==> images/wires.png <==
Drawn at 2 px/um. Only two layers are drawn.
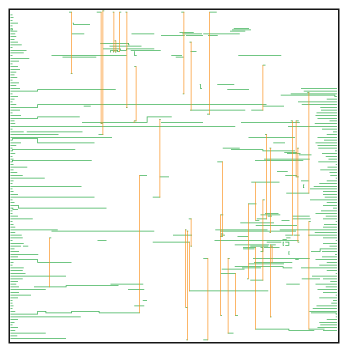
==> images/layer_met1.png <==
Drawn at 2 px/um. Supply wires on this layer in gray.
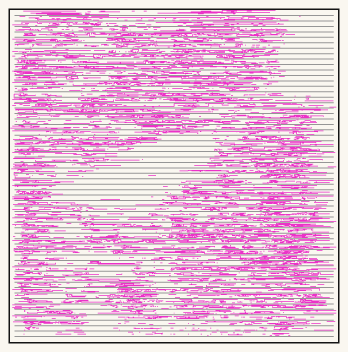
==> images/congestion.png <==
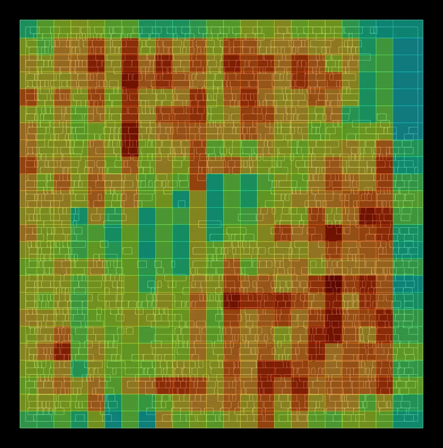
==> images/logic_types.png <==
Drawn at 3 px/um.
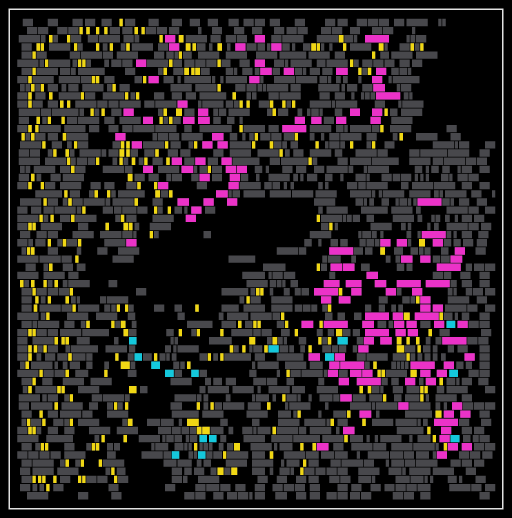
==> images/detail.png <==
Window x 67 to 97, y 101 to 131 um. Cells in gray, sequential cells in the stronger gray; small squares are vias.
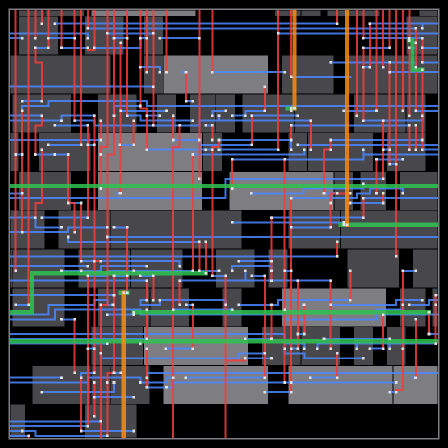
$ cat src/rtl/core_pipe_exec_lsu.sv
// core_pipe_exec_lsu: EX-stage load/store unit driving a 64-bit req/gnt data memory port.
module core_pipe_exec_lsu #(
    parameter int XLEN = 64
) (
    input  logic            g_clk,
    input  logic            g_reset,
    input  logic            lsu_valid,
    input  logic            lsu_load,
    input  logic            lsu_store,
    input  logic [1:0]      lsu_width,
    input  logic            lsu_signed,
    input  logic [XLEN-1:0] lsu_addr,
    input  logic [XLEN-1:0] lsu_wdata,
    input  logic            lsu_new_instr,
    input  logic            lsu_flush,
    output logic            lsu_ready,
    output logic            lsu_rd_wen,
    output logic [XLEN-1:0] lsu_rdata,
    output logic            lsu_trap,
    output logic [3:0]      lsu_trap_cause,
    output logic            dmem_req,
    output logic [63:0]     dmem_addr,
    output logic            dmem_wen,
    output logic [7:0]      dmem_strb,
    output logic [63:0]     dmem_wdata,
    input  logic            dmem_gnt,
    input  logic            dmem_err,
    input  logic [63:0]     dmem_rdata
);
    localparam logic [1:0] IDLE  = 2'd0;
    localparam logic [1:0] REQ   = 2'd1;
    localparam logic [1:0] DRAIN = 2'd2;
    localparam logic [1:0] DONE  = 2'd3;
    logic [1:0]      state;
    logic [63:0]     addr_q;
    logic [63:0]     wdata_q;
    logic            wen_q;
    logic [7:0]      strb_q;
    logic [1:0]      width_q;
    logic            signed_q;
    logic [2:0]      off_q;
    logic [XLEN-1:0] rdata_q;
    logic            trap_q;
    logic            rd_wen_q;
    logic [3:0]      cause_q;
    logic            mem_op;
    logic            misal;
    logic [63:0]     a64;
    logic [63:0]     w64;
    logic [7:0]      mask;
    logic [7:0]      strb_n;
    logic [63:0]     wdata_n;
    logic [63:0]     sh;
    logic [63:0]     ld_ext;
    always_comb begin
        mem_op  = lsu_valid && (lsu_load || lsu_store);
        a64     = 64'(lsu_addr);
        w64     = 64'(lsu_wdata);
        misal   = (lsu_width == 2'd1 && a64[0]) || (lsu_width == 2'd2 && |a64[1:0]) ||
                  (lsu_width == 2'd3 && |a64[2:0]);
        mask    = lsu_width == 2'd0 ? 8'h01 : lsu_width == 2'd1 ? 8'h03 :
                  lsu_width == 2'd2 ? 8'h0F : 8'hFF;
        strb_n  = lsu_store ? mask << a64[2:0] : 8'h00;
        wdata_n = lsu_width == 2'd0 ? {8{w64[7:0]}} : lsu_width == 2'd1 ? {4{w64[15:0]}} :
                  lsu_width == 2'd2 ? {2{w64[31:0]}} : w64;
        sh      = dmem_rdata >> {off_q, 3'b000};
        ld_ext  = width_q == 2'd0 ? {{56{signed_q & sh[7]}}, sh[7:0]} :
                  width_q == 2'd1 ? {{48{signed_q & sh[15]}}, sh[15:0]} :
                  width_q == 2'd2 ? {{32{signed_q & sh[31]}}, sh[31:0]} : sh;
    end
    assign dmem_req       = state == REQ || state == DRAIN;
    assign dmem_addr      = addr_q;
    assign dmem_wen       = dmem_req && wen_q;
    assign dmem_strb      = dmem_req ? strb_q : 8'h00;
    assign dmem_wdata     = wdata_q;
    assign lsu_ready      = (state == IDLE && !mem_op) || state == DONE;
    assign lsu_rd_wen     = rd_wen_q;
    assign lsu_rdata      = rdata_q;
    assign lsu_trap       = trap_q;
    assign lsu_trap_cause = cause_q;
    always_ff @(posedge g_clk) begin
        if (g_reset) begin
            state    <= IDLE;
            addr_q   <= '0;
            wdata_q  <= '0;
            wen_q    <= 1'b0;
            strb_q   <= '0;
            width_q  <= '0;
            signed_q <= 1'b0;
            off_q    <= '0;
            rdata_q  <= '0;
            trap_q   <= 1'b0;
            rd_wen_q <= 1'b0;
            cause_q  <= '0;
        end else if (state == IDLE) begin
            if (mem_op && !lsu_flush) begin
                if (misal) begin
                    state   <= DONE;
                    trap_q  <= 1'b1;
                    cause_q <= lsu_store ? 4'd6 : 4'd4;
                end else begin
                    state    <= REQ;
                    addr_q   <= {a64[63:3], 3'b000};
                    wen_q    <= lsu_store;
                    strb_q   <= strb_n;
                    wdata_q  <= wdata_n;
                    width_q  <= lsu_width;
                    signed_q <= lsu_signed;
                    off_q    <= a64[2:0];
                end
            end
        end else if (state == REQ) begin
            if (dmem_gnt && lsu_flush) begin
                state <= IDLE;
            end else if (dmem_gnt) begin
                state    <= DONE;
                trap_q   <= dmem_err;
                cause_q  <= dmem_err ? (wen_q ? 4'd7 : 4'd5) : 4'd0;
                rd_wen_q <= !wen_q && !dmem_err;
                if (!wen_q && !dmem_err) rdata_q <= ld_ext[XLEN-1:0];
            end else if (lsu_flush) begin
                state <= DRAIN;
            end
        end else if (state == DRAIN) begin
            if (dmem_gnt) state <= IDLE;
        end else begin
            rd_wen_q <= 1'b0;
            if (lsu_new_instr || lsu_flush) begin
                state   <= IDLE;
                trap_q  <= 1'b0;
                cause_q <= 4'd0;
            end
        end
    end
endmodule
$ cat config.mk
export PLATFORM = sky130hd
export DESIGN_NAME = core_pipe_exec_lsu
export DESIGN_NICKNAME = d
export VERILOG_FILES = /design/src/rtl/core_pipe_exec_lsu.sv
export SDC_FILE = /design/constraint.sdc
export NUM_CORES = 1
export LEC_CHECK = 0
export ABC_CLOCK_PERIOD_IN_PS = 2800
export CAP_MARGIN = 40
export CORE_AREA = 2 2 162 164
export DETAILED_ROUTE_END_ITERATION = 8
export DIE_AREA = 0 0 164 166
export HOLD_SLACK_MARGIN = 0.1
export MAX_ROUTING_LAYER = met4
export PLACE_DENSITY = 0.74
export SYNTH_ARGS = -nofsm -noshare
export SYNTH_HDL_FRONTEND = slang
export SYNTH_SLANG_ARGS = --single-unit
$ cat constraint.sdc
create_clock -name g_clk -period 2.8 [get_ports g_clk]
set_input_delay 0.28 -clock g_clk [delete_from_list [all_inputs] [get_ports g_clk]]
set_output_delay 0.28 -clock g_clk [all_outputs]
set_load 0.05 [all_outputs]
==> metrics.yaml <==
status:
  result_of_the_run: "complete, no violations"
logic_synthesis:
  synth_stat.cells: 1287
  synth.cellmix.xorXnorShare: 0
  synth.logic.top_family: "simple AND/OR/NAND/NOR gates"
  yosysWarnings: 0
  synth.yosys.chip_area_sq_um: 10700
  sequential_element_share_of_the_synthesized_area: 0.392
  synth_largest_type_area_fraction: 0.392
  post_synth.cell_area_avg_sq_um: 8.33
  synth_flops: 210
  postSynthCellCount: 1287
  synth_area_sq_um: 10700
  synth_top_cell_by_area: "dfxtp_1"
  synth-async-reset-ratio: 0
  ys.flop_type: "dfxtp_1"
  edff_count_synth: 0
  synth_simple_gate_area_share: 0.205
  synthDistinctLibCells: 58
  ys_sh_aoi: 0.197
  muxShareOfSynthArea: 0.146
  fa_ha_area_frac: 0.00584
  synthTopCellsByArea: "dfxtp_1, nand2_1, mux2i_1"
critical_path:
  critPathRequiredTime_ns: 2.52
  critical-path-top-delay-family: "buffers and inverters"
  critical_path.slowest_cell: "clkdlybuf4s50_1"
  timing.critical_path.depth: 4
  startpoint_types: "flop"
  critPathCapture: "lsu_ready"
  crit-reg2reg-launch: "state[1]$_SDFFE_PP0P_"
  crit_fanout: 12
  r2r.worst_path.cells: 7
  crit_path_start: "state[0]$_SDFFE_PP0P_"
  end_kind: "output port"
  setup.reg_to_reg.worst_slack_ns: 0.33
  critPathKind: "flop to output port"
  cp_cell_sequence: "inv_1 -> ha_1 -> a21o_1 -> clkdlybuf4s50_1"
  critical_path_buf_inv_count: 2
  worst_r2r_endpoint: "lsu_rdata[32]$_SDFFE_PP0P_"
  max_stage_delay_ns: 0.79
  timing.critical_path.arrival_ns: 2.31
drt:
  drt_iter0_drc: 840
  number_of_vias_after_detailed_routing: 11000
  final_antenna_net_count: 0
  drc: 0
  detail_route.vias_per_cell: 5.51
  drtPass1Iterations: 5
  routed_wirelength_um: 40300
clocking:
  tritoncts: "built"
  post_cts.resized_instances: 6
  numClockSinks: 210
  clk_tree_root_cell: "clkbuf_16"
  cts.clk_slew.worst_paths_ns: 0.06
  clk_path_buf_depth: 3
  cts_buffers: 24
  insertion_delay_ns: 0.52
  postCtsSetupRepairBufs: 0
  ctsHoldBuffers: 0
  htree_num_levels: 1
global_route:
  number_of_global_route_vias_before_repair: 10700
  grt_use_total: 0.291
  grt_start_max_net_pins: 85
  overflow: 0
  grt_pass1_wl_um: 60900
  initial_antenna_violation_count: 4
floorplanning:
  dieWidth_um: 164
  core_area_sq_um: 25600
  std_cell_rows: 59
  chip_area_sq_um: 27200
  floorplan.io_pins: 413
  fp_util: 0.418
  floorplan.die.height_um: 166
final_timing:
  worst_clock_skew_ns: 0.0158
  fin_tns_setup_ns: 0
  min_period_ns: 2.59
  slew_viol_final: 0
  clock.fmax_mhz: 386
  fin_worst_hold_slack_ns: 0.179
  max-slew-margin-rel: 0.477
  min_period_over_period: 0.924
  finalHoldViolCount: 0
  timing.final.setup_violations: 0
  postLayoutSetupSlackWorst_ns: 0.211
  rsz0062_at_grt: "no"
  worstMarginPinSlew_ns: 0.785
final_layout:
  area_delta_synth_final_pct: 47.8
  final_layout_top_logic_cell: "clkdlybuf4s50_1"
  nFillCells: 2237
  final_layout_size_suffix_gt1_frac: 0.0967
  finalNonFillerCells: 1993
  post-route-cell-area_sq_um: 15800
  layout.cells.most_common_list: "clkdlybuf4s50_1, nand2_1, dfxtp_1, nor2_1, a21oi_1"
  fin_nets: 1848
pwr:
  p_sw_mw: 2.93
  p_total_mw: 8.87
  internal_power_mw: 5.95
  vdd_drop_max_mv: 0.545
  share_clk_of_total_power: 0.345
  leakage_nw: 5.41
  seqPwrFrac: 0.368
  combPwrFrac: 0.287
  power_density_nw_per_um2: 560
  switching_power_as_a_share_of_total_power: 0.330
place:
  gp_congestion: 0.921
  place_worst_setup_slack_ns: 0.112
  dpl-instance-area_sq_um: 15100
  detailedPlacementHpwl_um: 29700
  buffer_ports.inserted: 408
  dp.cells: 1948
min_path:
  holdCritStartpoint: "g_reset"
  worst_hold_class: "input port to flop"
  whs_path_depth: 2
  min_to: "lsu_rdata[7]$_SDFFE_PP0P_"
run:
  warning_count: 30
  drv_cap: 0
-- wires.png (at the start) --
Orange stands for metal 4, wire length 1,370 um. Green stands for metal 3, wire length 3,300 um.

-- layer_met1.png (at the start) --
The layer holds 40% of the routed length. The wires run mostly horizontal. The longest straight run is 74.1 um.

-- congestion.png (at the start) --
routed wirelength normalized by instance count: 20.2 um
final core utilization: 0.618
GRT met1 Usage: 0.362
met2 Usage GRT: 0.471

-- logic_types.png (at the start) --
Magenta stands for mux cells, cells 128, most used mux2i_1. Cyan stands for non-inverting ao/oa cells, cells 15. Yellow stands for nand cells, cells 297, most used nand2_1, where spread over the die.

-- detail.png (at the start) --
Blue stands for metal 1. Red stands for metal 2. Green stands for metal 3. Orange stands for metal 4.
60 logic cells have their middle in the window. Sequential cells in the window: 8. Most frequent: clkdlybuf4s50_1 (11). Netlist names of flops here include `dmem_wdata` (8).

## power groups by stage
stage	clock network [mW]	registers, mW	logic [mW]
floorplan	0	3.78	1.09
global placement	0	3.32	2.51
detailed placement	0	3.32	2.53
CTS	3.10	3.26	2.54
global route	3.22	3.28	2.71
finish	3.06	3.26	2.55
## per-layer routing
| layer | GRT usage | part of all wire | vias up |
|---|---|---|---|
| met3 | 0.0582 | 0.082 | 78 |
| met4 | 0.0999 | 0.034 | 0 |
| li1 | - | - | 5239 |
| met2 | 0.471 | 0.48 | 477 |
| met5 | - | 0 | - |
| met1 | 0.362 | 0.40 | 5195 |
## cells in the mapped netlist (2+ instances only)
cell,count
buf_1,7
nand2_1,264
a221oi_1,4
nand3_1,19
buf_2,29
mux2_2,25
a211o_1,4
a31oi_1,2
a32oi_1,6
nand2b_1,10
and2_1,13
o2bb2ai_1,3
clkbuf_1,73
o21a_1,4
mux4_2,19
a211oi_1,57
buf_6,4
ha_1,5
inv_1,6
nor2_1,129
mux2_4,2
o211ai_1,16
nand3b_1,3
a311oi_1,11
dfxtp_1,210
nor3_1,35
o21ai_0,14
or3_1,3
nor2b_1,21
buf_4,7
a22oi_1,10
a21o_1,3
a21oi_1,127
o22ai_1,5
a211oi_2,30
mux2i_1,82
nor3b_1,4
## final cells by class
class | count | area (sq um) | share of cell area
Inverter | 7 | 26.3 | 0.00166
Clock buffer | 36 | 696 | 0.0439
Clock inverter | 5 | 65.1 | 0.00411
Tap cell | 335 | 419 | 0.0265
Antenna cell | 4 | 10.0 | 0.000632
Sequential cell | 210 | 4210 | 0.266
Timing Repair Buffer | 443 | 4440 | 0.280
Multi-Input combinational cell | 953 | 5970 | 0.377
No activity file was given, so power comes from the tool's default toggle rates.
